$ cat config.mk
export PLATFORM = sky130hd
export DESIGN_NAME = dram_bank_ctrl
export DESIGN_NICKNAME = d
export VERILOG_FILES = /design/src/rtl/dram_bank_ctrl.sv
export SDC_FILE = /design/constraint.sdc
export NUM_CORES = 1
export LEC_CHECK = 0
export CORE_ASPECT_RATIO = 2
export CORE_MARGIN = 4
export CORE_UTILIZATION = 41
export CTS_CLUSTER_DIAMETER = 50
export DETAILED_ROUTE_END_ITERATION = 10
export PLACE_DENSITY = 0.88
export REMOVE_ABC_BUFFERS = 1
export SYNTH_ARGS = -nofsm -noshare
export SYNTH_HDL_FRONTEND = slang
export SYNTH_SLANG_ARGS = --single-unit
export TNS_END_PERCENT = 5
$ cat constraint.sdc
create_clock -name clk -period 2.1 [get_ports clk]
set_input_delay 0.525 -clock clk [delete_from_list [all_inputs] [get_ports clk]]
set_output_delay 0.525 -clock clk [all_outputs]
set_load 0.005 [all_outputs]
$ cat src/rtl/dram_bank_ctrl.sv
// dram_bank_ctrl: multi-bank DRAM front end. Accepts one read/write request
// per cycle, decodes the bank from the upper address bits, issues a
// registered one-hot bank enable, returns read data after RD_LAT cycles and
// stalls reads to a bank that was just written.
// Optional refresh engine: define DRAM_BANK_CTRL_REFRESH_EN.
module dram_bank_ctrl #(
    parameter int unsigned ADDR_W     = 8,
    parameter int unsigned NUM_BANKS  = 4,
    parameter int unsigned DATA_W     = 8,
    parameter int unsigned RD_LAT     = 2,
    parameter int unsigned WTR_CYC    = 1,
    parameter int unsigned REF_PERIOD = 64,
    parameter int unsigned REF_CYC    = 4,
    localparam int unsigned BANK_BITS = $clog2(NUM_BANKS)
) (
    input  logic                           clk,
    input  logic                           rst,
    input  logic                           req_valid,
    output logic                           req_ready,
    input  logic [ADDR_W-1:0]              req_addr,
    input  logic                           req_we,
    input  logic [DATA_W-1:0]              req_wdata,
    output logic [NUM_BANKS-1:0]           bank_en,
    output logic                           bank_we,
    output logic [ADDR_W-BANK_BITS-1:0]    bank_addr,
    output logic [DATA_W-1:0]              bank_wdata,
    input  logic [NUM_BANKS*DATA_W-1:0]    bank_rdata,
    output logic                           rd_valid,
    output logic [DATA_W-1:0]              rd_data,
    output logic [BANK_BITS-1:0]           rd_bank,
    output logic                           busy
`ifdef DRAM_BANK_CTRL_REFRESH_EN
    ,
    output logic                           refresh_active
`endif
);

    localparam int unsigned LOC_W = ADDR_W - BANK_BITS;
    localparam int unsigned WTR_W = (WTR_CYC > 0) ? $clog2(WTR_CYC + 1) : 1;

    logic [BANK_BITS-1:0]  req_bank;
    logic [LOC_W-1:0]      req_loc;
    logic                  rd_stall;
    logic                  accept;
    logic                  ref_block;
    logic                  ref_busy;
    logic                  wtr_any;

    logic [NUM_BANKS-1:0]  bank_en_q;
    logic                  bank_we_q;
    logic [LOC_W-1:0]      bank_addr_q;
    logic [DATA_W-1:0]     bank_wdata_q;
    logic                  issue_rd_q;
    logic [BANK_BITS-1:0]  issue_bank_q;

    logic [WTR_W-1:0]      wtr_cnt_q [NUM_BANKS];
    logic [WTR_W-1:0]      wtr_cnt_d [NUM_BANKS];

    logic [RD_LAT-1:0]     pipe_vld_q;
    logic [BANK_BITS-1:0]  pipe_bank_q [RD_LAT];
    logic [DATA_W-1:0]     rdata_slice [NUM_BANKS];

    logic                  rd_valid_q;
    logic [DATA_W-1:0]     rd_data_q;
    logic [BANK_BITS-1:0]  rd_bank_q;

    assign req_bank = req_addr[ADDR_W-1 -: BANK_BITS];
    assign req_loc  = req_addr[LOC_W-1:0];

    // Handshake: reads to a bank still in write-to-read turnaround are held off.
    always_comb begin
        rd_stall  = req_valid && !req_we && (wtr_cnt_q[req_bank] != '0);
        req_ready = !rst && !rd_stall && !ref_block;
        accept    = req_valid && req_ready;
    end

    // Issue stage: one-cycle bank strobe after each accept; address/data hold.
    always_ff @(posedge clk) begin
        if (rst) begin
            bank_en_q    <= '0;
            bank_we_q    <= 1'b0;
            bank_addr_q  <= '0;
            bank_wdata_q <= '0;
            issue_rd_q   <= 1'b0;
            issue_bank_q <= '0;
        end else begin
            bank_en_q  <= accept ? (NUM_BANKS'(1) << req_bank) : '0;
            bank_we_q  <= accept && req_we;
            issue_rd_q <= accept && !req_we;
            if (accept) begin
                bank_addr_q  <= req_loc;
                bank_wdata_q <= req_wdata;
                issue_bank_q <= req_bank;
            end
        end
    end

    // Turnaround counters: a write reloads its bank, nonzero counters count down.
    always_comb begin
        wtr_any = 1'b0;
        for (int unsigned i = 0; i < NUM_BANKS; i++) begin
            wtr_cnt_d[i] = wtr_cnt_q[i];
            if (accept && req_we && (req_bank == BANK_BITS'(i))) begin
                wtr_cnt_d[i] = WTR_W'(WTR_CYC);
            end else if (wtr_cnt_q[i] != '0) begin
                wtr_cnt_d[i] = wtr_cnt_q[i] - WTR_W'(1);
            end
            if (wtr_cnt_q[i] != '0) begin
                wtr_any = 1'b1;
            end
        end
    end

    // Turnaround counter registers.
    always_ff @(posedge clk) begin
        for (int unsigned i = 0; i < NUM_BANKS; i++) begin
            wtr_cnt_q[i] <= rst ? '0 : wtr_cnt_d[i];
        end
    end

    // Split the concatenated read bus into per-bank words.
    always_comb begin
        for (int unsigned i = 0; i < NUM_BANKS; i++) begin
            rdata_slice[i] = bank_rdata[i*DATA_W +: DATA_W];
        end
    end

    // Read pipeline: stage 0 follows the bank_en cycle, the last stage marks
    // the cycle whose bank_rdata is captured into the return registers.
    always_ff @(posedge clk) begin
        if (rst) begin
            pipe_vld_q <= '0;
            for (int unsigned i = 0; i < RD_LAT; i++) begin
                pipe_bank_q[i] <= '0;
            end
            rd_valid_q <= 1'b0;
            rd_data_q  <= '0;
            rd_bank_q  <= '0;
        end else begin
            pipe_vld_q[0]  <= issue_rd_q;
            pipe_bank_q[0] <= issue_bank_q;
            for (int unsigned i = 1; i < RD_LAT; i++) begin
                pipe_vld_q[i]  <= pipe_vld_q[i-1];
                pipe_bank_q[i] <= pipe_bank_q[i-1];
            end
            rd_valid_q <= pipe_vld_q[RD_LAT-1];
            if (pipe_vld_q[RD_LAT-1]) begin
                rd_data_q <= rdata_slice[pipe_bank_q[RD_LAT-1]];
                rd_bank_q <= pipe_bank_q[RD_LAT-1];
            end
        end
    end

`ifdef DRAM_BANK_CTRL_REFRESH_EN
    localparam int unsigned REF_W = (REF_PERIOD > 1) ? $clog2(REF_PERIOD) : 1;
    localparam int unsigned RC_W  = (REF_CYC > 1) ? $clog2(REF_CYC) : 1;

    typedef enum logic {
        ST_IDLE,
        ST_REFRESH
    } ref_state_e;

    ref_state_e        state_q, state_d;
    logic [REF_W-1:0]  ref_cnt_q, ref_cnt_d;
    logic              ref_pend_q, ref_pend_d;
    logic [RC_W-1:0]   ref_left_q, ref_left_d;
    logic              rd_inflight;
    logic              period_hit;

    // Refresh FSM next state: the pending flag is sticky until REFRESH is
    // entered, which also restarts the period counter.
    always_comb begin
        state_d     = state_q;
        ref_left_d  = ref_left_q;
        rd_inflight = issue_rd_q || (pipe_vld_q != '0);
        period_hit  = (ref_cnt_q == REF_W'(REF_PERIOD - 1));
        ref_cnt_d   = period_hit ? '0 : ref_cnt_q + REF_W'(1);
        ref_pend_d  = ref_pend_q || period_hit;
        unique case (state_q)
            ST_IDLE: begin
                if (ref_pend_q && !rd_inflight) begin
                    state_d    = ST_REFRESH;
                    ref_left_d = RC_W'(REF_CYC - 1);
                    ref_pend_d = 1'b0;
                    ref_cnt_d  = '0;
                end
            end
            ST_REFRESH: begin
                if (ref_left_q == '0) begin
                    state_d = ST_IDLE;
                end else begin
                    ref_left_d = ref_left_q - RC_W'(1);
                end
            end
            default: state_d = ST_IDLE;
        endcase
    end

    // Refresh FSM state register.
    always_ff @(posedge clk) begin
        if (rst) begin
            state_q    <= ST_IDLE;
            ref_cnt_q  <= '0;
            ref_pend_q <= 1'b0;
            ref_left_q <= '0;
        end else begin
            state_q    <= state_d;
            ref_cnt_q  <= ref_cnt_d;
            ref_pend_q <= ref_pend_d;
            ref_left_q <= ref_left_d;
        end
    end

    assign refresh_active = (state_q == ST_REFRESH);
    assign ref_block      = ref_pend_q || refresh_active;
    assign ref_busy       = ref_pend_q || refresh_active;
    assign bank_en        = refresh_active ? '1 : bank_en_q;
`else
    assign ref_block = 1'b0;
    assign ref_busy  = 1'b0;
    assign bank_en   = bank_en_q;
`endif

    assign bank_we    = bank_we_q;
    assign bank_addr  = bank_addr_q;
    assign bank_wdata = bank_wdata_q;
    assign rd_valid   = rd_valid_q;
    assign rd_data    = rd_data_q;
    assign rd_bank    = rd_bank_q;
    assign busy       = issue_rd_q || (pipe_vld_q != '0) || wtr_any || ref_busy;

endmodule

Figure 1. Signal wires on met1 (run 1).
(6 px per micron) Supply wires on this layer in gray.
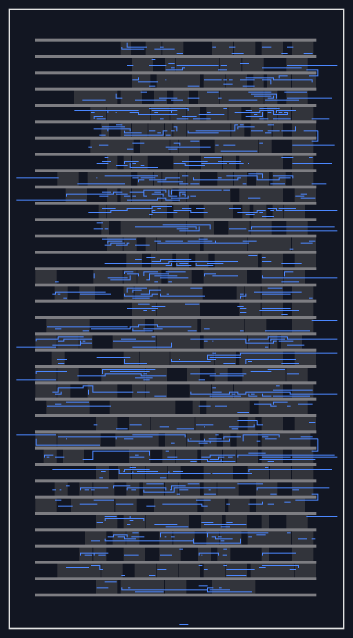
The longest straight run is 17.9 microns. 292 nets have wire on it. The wires run mostly horizontal. The layer carries 1,760 microns of wire.
total wire length: 5050 microns
GR Util met1: 16.9%
vias post-DR: 1,579

Figure 2. Metal 2 (run 1).
(6 px per micron)
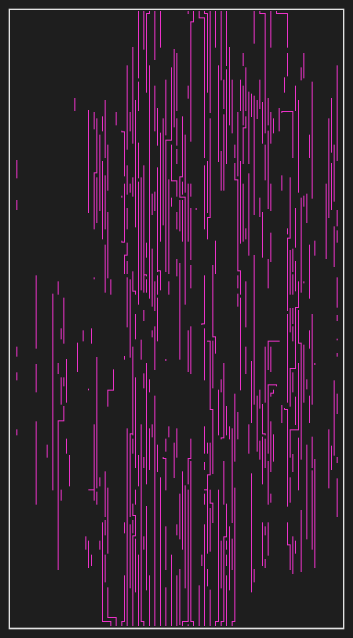
290 nets have wire on it. The layer carries 2,970 microns of wire. The layer holds 59% of the routed length. The longest straight run is 38.8 microns. The wires run mostly vertical.
met2 Use GR: 37.4%

==> results_dict.tcl, run 1 <==
# yosys + openroad results
set metrics [dict create \
    htree_levels 2 \
    synthMuxAreaShare_pct 23.6 \
    drive_gt1_share_pct 15.1 \
    wl_met2_microns 2970 \
    die_w_microns 55.5 \
    flop_cell "dfxtp_1" \
    worst-path-max-fanout 3 \
    worstPathArrival_ps 1510 \
    cts-root-buf "clkbuf_8" \
    slew_viol_final 0 \
    cp-startpoint "req_we" \
    power.switching_w 0.000388 \
    rrSetupSlack_ps 610 \
    p_seq_share_pct 45.2 \
    final.setup.worst_slack_ps 66.6 \
    clock_buffers 6 \
    dr.pass1.iters 3 \
    maxCapViolCount 0 \
    m1WireLength_microns 1760 \
    grt_pass1_vias 1711 \
    timing.critical_path.from_type "input port" \
    p_comb_w 0.000292 \
    fill_cells 347 \
    endpoint "req_ready" \
    ir_worst_vdd_mv 0.502 \
    seq-cell-share_pct 29.2 \
    dp_hpwl_microns 3910 \
    die_h_microns 103 \
    status "finished, final reports clean" \
    min_from "pipe_bank_q[0][0]" \
    portBuffers 83 \
    final_cells 325 \
    grt_antenna_before_repair 0 \
    synth_top_area_share_pct 46.6 \
    cts_setup_buffers 1 \
    rsz0062_at_grt "false" \
    gp_congestion 0.770 \
    clkTransAtPathRegs_ps 80 \
    wl_per_cell_microns 15.5 \
    nWellTaps 54 \
    cp_top_family "buffers and inverters" \
    path_buffers 2 \
    rows 34 \
    buffers 101 \
    core_area_sq_um 4340 \
    buf_share_pct 33.0 \
    layout_top_cells "79 x clkdlybuf4s50_1, 43 x dfxtp_1, 31 x nand2b_1" \
    synth_area_sq_um 1850 \
    aoi_share_pct 4.54 \
    n_antenna_cell 0 \
    skew_ps 4.38 \
    cpPeakStageDelay_ps 260 \
    num_io_pins 84 \
    yosys_warnings 0 \
    fin_tns_setup_ps 0 \
    comb.multi_input.count 118 \
    hold_path.class "flip-flop to flip-flop" \
    warnings 25 \
    final_cell_area_sq_um 2950 \
    dp.cells 316 \
    layout_top_cell "clkdlybuf4s50_1" \
    p_total_w 0.00191 \
    max_slew_margin_pct 73.9 \
    grt_pass1_wl_microns 8160 \
    combPwrFrac_pct 15.3 \
    die_area_sq_um 5710 \
    top_area_cell_class "non-clock buffers" \
    ctsResizeCount 7 \
    combGateArea_sq_um 910 \
    reg2reg_from "wtr_cnt_q[1]" \
]
Figure 3. M3 wires (run 1).
(8 px per micron)
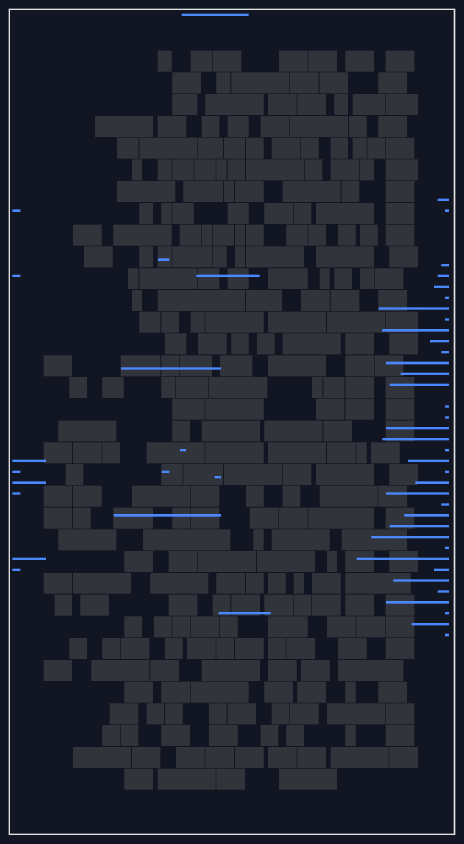
The layer carries 199 microns of wire. The layer holds 3.9% of the routed length. The longest straight run is 13.1 microns. The wires run mostly horizontal. 47 nets have wire on it.
GR Util met3: 3.76%

## Run 2: what changed since run 1
--- a/config.mk
+++ b/config.mk
@@ -7,10 +7,12 @@
 export LEC_CHECK = 0
 export CORE_ASPECT_RATIO = 2
 export CORE_MARGIN = 4
-export CORE_UTILIZATION = 41
+export CORE_UTILIZATION = 43
+export CTS_BUF_LIST = sky130_fd_sc_hd__clkbuf_8
 export CTS_CLUSTER_DIAMETER = 50
 export DETAILED_ROUTE_END_ITERATION = 10
-export PLACE_DENSITY = 0.88
+export MAX_ROUTING_LAYER = met4
+export PLACE_DENSITY = 0.92
 export REMOVE_ABC_BUFFERS = 1
 export SYNTH_ARGS = -nofsm -noshare
 export SYNTH_HDL_FRONTEND = slang
==> run 2 against run 1 <==
  * Largest cell class unchanged
  * Critical path depth stayed put
  * Largest power group unchanged
  * Design area is 1.1% lower
  * Highest routed layer unchanged
  * Critical endpoint unchanged
  * Maximum frequency is 0.62% lower
  * Routed wire length is 6.3% lower
  * Final cell count is 0.62% lower
  * Sequential power hardly changed
  * Non-clock buffer count stayed put
==> results_dict.tcl, run 2 <==
# yosys + openroad results
set metrics [dict create \
    status "finished, final reports clean" \
    dp_hpwl_microns 3720 \
    p_seq_share_pct 52.4 \
    die_area_sq_um 5470 \
    dr.pass1.iters 4 \
    final_cell_area_sq_um 2910 \
    met1_usage_pct 15.9 \
    top_cells_by_area "dfxtp_1 47%, mux2i_1 14%, nand2b_1 10%, mux4_2 4.9%, nor2b_1 4.4%" \
    flop_cell "dfxtp_1" \
    fill_cells 319 \
    yosys_warnings 0 \
    combPwrFrac_pct 17.7 \
    gp_congestion 0.740 \
    m1WireLength_microns 1610 \
    cp-startpoint "req_addr[6]" \
    rrSetupSlack_ps 520 \
    top_area_cell_class "non-clock buffers" \
    layout_top_cells "79 x clkdlybuf4s50_1, 43 x dfxtp_1, 31 x nand2b_1" \
    worst-path-max-fanout 4 \
    aoi_share_pct 4.54 \
    skew_ps 4.90 \
    ff_count 43 \
    synth_top_area_share_pct 46.6 \
    ctsResizeCount 6 \
    edf_count 0 \
    reg2reg_from "wtr_cnt_q[3]" \
    num_io_pins 84 \
    synth_area_sq_um 1850 \
    max_slew_margin_pct 78.2 \
    wl_met2_microns 2590 \
    p_total_w 0.00165 \
    layout_top_cell "clkdlybuf4s50_1" \
    final.setup.worst_slack_ps 54.0 \
    routed.top_layer "met4" \
    path_cells "clkdlybuf4s15_2 -> mux2i_2 -> o22ai_2 -> a21oi_2 -> clkdlybuf4s15_1" \
    die_h_microns 101 \
    clkTransAtPathRegs_ps 80 \
    p_comb_w 0.000291 \
    ir_worst_vdd_mv 0.587 \
    cp_top_family "buffers and inverters" \
    htree_levels 2 \
    nWellTaps 52 \
    core_area_sq_um 4130 \
    cts_setup_buffers 1 \
    rows 33 \
    warnings 25 \
    synth-xor-area-share_pct 0 \
    sw_frac_of_total_pct 22.8 \
    synthMuxAreaShare_pct 23.6 \
    power.switching_w 0.000375 \
    endpoint "req_ready" \
    seq-cell-share_pct 29.5 \
    hold_path.class "flip-flop to flip-flop" \
    cts-root-buf "clkbuf_8" \
    combGateArea_sq_um 913 \
    dp.cells 313 \
    min_from "pipe_bank_q[0][1]" \
    drive_gt1_share_pct 15.1 \
    maxCapViolCount 0 \
    fin_tns_setup_ps 0 \
    buf_share_pct 34.0 \
    die_w_microns 54.4 \
    portBuffers 83 \
    buffers 101 \
    comb.multi_input.count 118 \
    cpPeakStageDelay_ps 270 \
    n_antenna_cell 0 \
]
Figure 4. Metal 2 (run 2).
(6 px per micron)
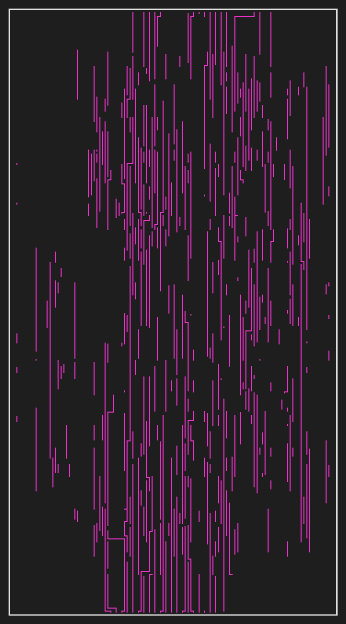
total wire length: 4730 microns
vias post-DR: 1,589
met2 Use GR: 34.2%

Figure 5. M3 wires (run 2).
(8 px per micron)
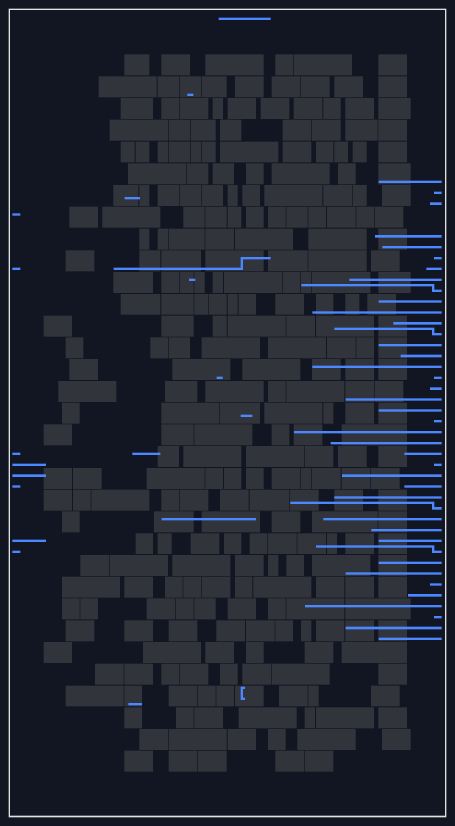
The longest straight run is 18.2 microns. The wires run mostly horizontal. The layer carries 406 microns of wire.
GR Util met3: 4.30%

## Run 3: what changed since run 2
--- a/config.mk
+++ b/config.mk
@@ -5,12 +5,13 @@
 export SDC_FILE = /design/constraint.sdc
 export NUM_CORES = 1
 export LEC_CHECK = 0
+export CAP_MARGIN = 20
 export CORE_ASPECT_RATIO = 2
-export CORE_MARGIN = 4
 export CORE_UTILIZATION = 43
 export CTS_BUF_LIST = sky130_fd_sc_hd__clkbuf_8
 export CTS_CLUSTER_DIAMETER = 50
 export DETAILED_ROUTE_END_ITERATION = 10
+export HOLD_SLACK_MARGIN = 0.12
 export MAX_ROUTING_LAYER = met4
 export PLACE_DENSITY = 0.92
 export REMOVE_ABC_BUFFERS = 1
==> run 3 against run 2 <==
  * Critical path depth unchanged
  * Highest routed layer unchanged
  * Largest power group unchanged
  * Total power up 0.60%
  * Synthesized cell count unchanged
  * First-iteration DRC count down 44%
  * Critical path type unchanged
  * Clock power up 2%
  * Core utilization up 0.62 points
  * Sequential share of layout area about the same
==> results_dict.tcl, run 3 <==
# yosys + openroad results
set metrics [dict create \
    power.switching_w 0.000382 \
    dp.cells 313 \
    cts_setup_buffers 0 \
    clkTransAtPathRegs_ps 80 \
    path_cells "dlygate4sd2_1 -> or2_4 -> o22ai_2 -> a21oi_2 -> dlygate4sd2_1" \
    layout_top_cell "clkdlybuf4s50_1" \
    die_area_sq_um 4580 \
    skew_ps 8.23 \
    flop_cell "dfxtp_1" \
    n_antenna_cell 0 \
    worst-path-max-fanout 4 \
    p_total_w 0.00166 \
    num_io_pins 84 \
    cpPeakStageDelay_ps 270 \
    layout_top_cells "79 x clkdlybuf4s50_1, 43 x dfxtp_1, 31 x nand2b_1" \
    status "finished, final reports clean" \
    reg2reg_from "pipe_bank_q[0][2]" \
    cp-startpoint "req_addr[7]" \
    nWellTaps 52 \
    yosys_warnings 0 \
    synthMuxAreaShare_pct 23.6 \
    top_cells_by_area "dfxtp_1 47%, mux2i_1 14%, nand2b_1 10%, mux4_2 4.9%, nor2b_1 4.4%" \
    p_comb_w 0.000289 \
    combPwrFrac_pct 17.5 \
    die_h_microns 94.7 \
    portBuffers 83 \
    gp_congestion 0.808 \
    synth_top_area_share_pct 46.6 \
    warnings 26 \
    drive_gt1_share_pct 15.9 \
    htree_levels 2 \
    rows 33 \
    ctsResizeCount 6 \
    dr.pass1.iters 6 \
    top_area_cell_class "non-clock buffers" \
    sw_frac_of_total_pct 23.1 \
    comb.multi_input.count 118 \
    fill_cells 284 \
    buf_share_pct 33.5 \
    buffers 101 \
    synth_area_sq_um 1850 \
    min_from "issue_bank_q[0]" \
    synth-xor-area-share_pct 0 \
    hold_path.class "flip-flop to flip-flop" \
    maxCapViolCount 0 \
    p_seq_share_pct 52.2 \
    max_slew_margin_pct 60.7 \
    edf_count 0 \
    seq-cell-share_pct 29.6 \
    ff_count 43 \
    core_area_sq_um 4090 \
    aoi_share_pct 4.54 \
    routed.top_layer "met4" \
    final_cell_area_sq_um 2910 \
]
Figure 6. Routing congestion (run 3).
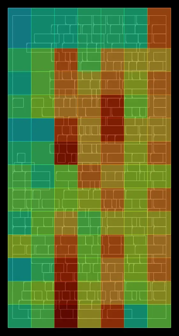
GR Util met1: 18.4%
GR Util met3: 4.51%
Top Usage Layer GRT: met2

Figure 7. Metal 2 (run 3).
(6 px per micron)
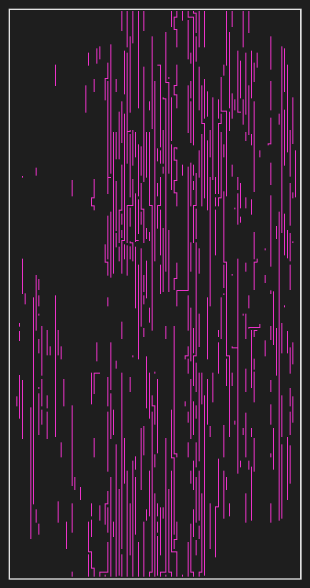
The layer holds 57% of the routed length. The layer carries 2,550 microns of wire. The longest straight run is 51.3 microns. The wires run mostly vertical. 297 nets have wire on it.
vias post-DR: 1,604
met2 Use GR: 39.9%
total wire length: 4470 microns

Power is estimated from default activity; no workload was simulated.
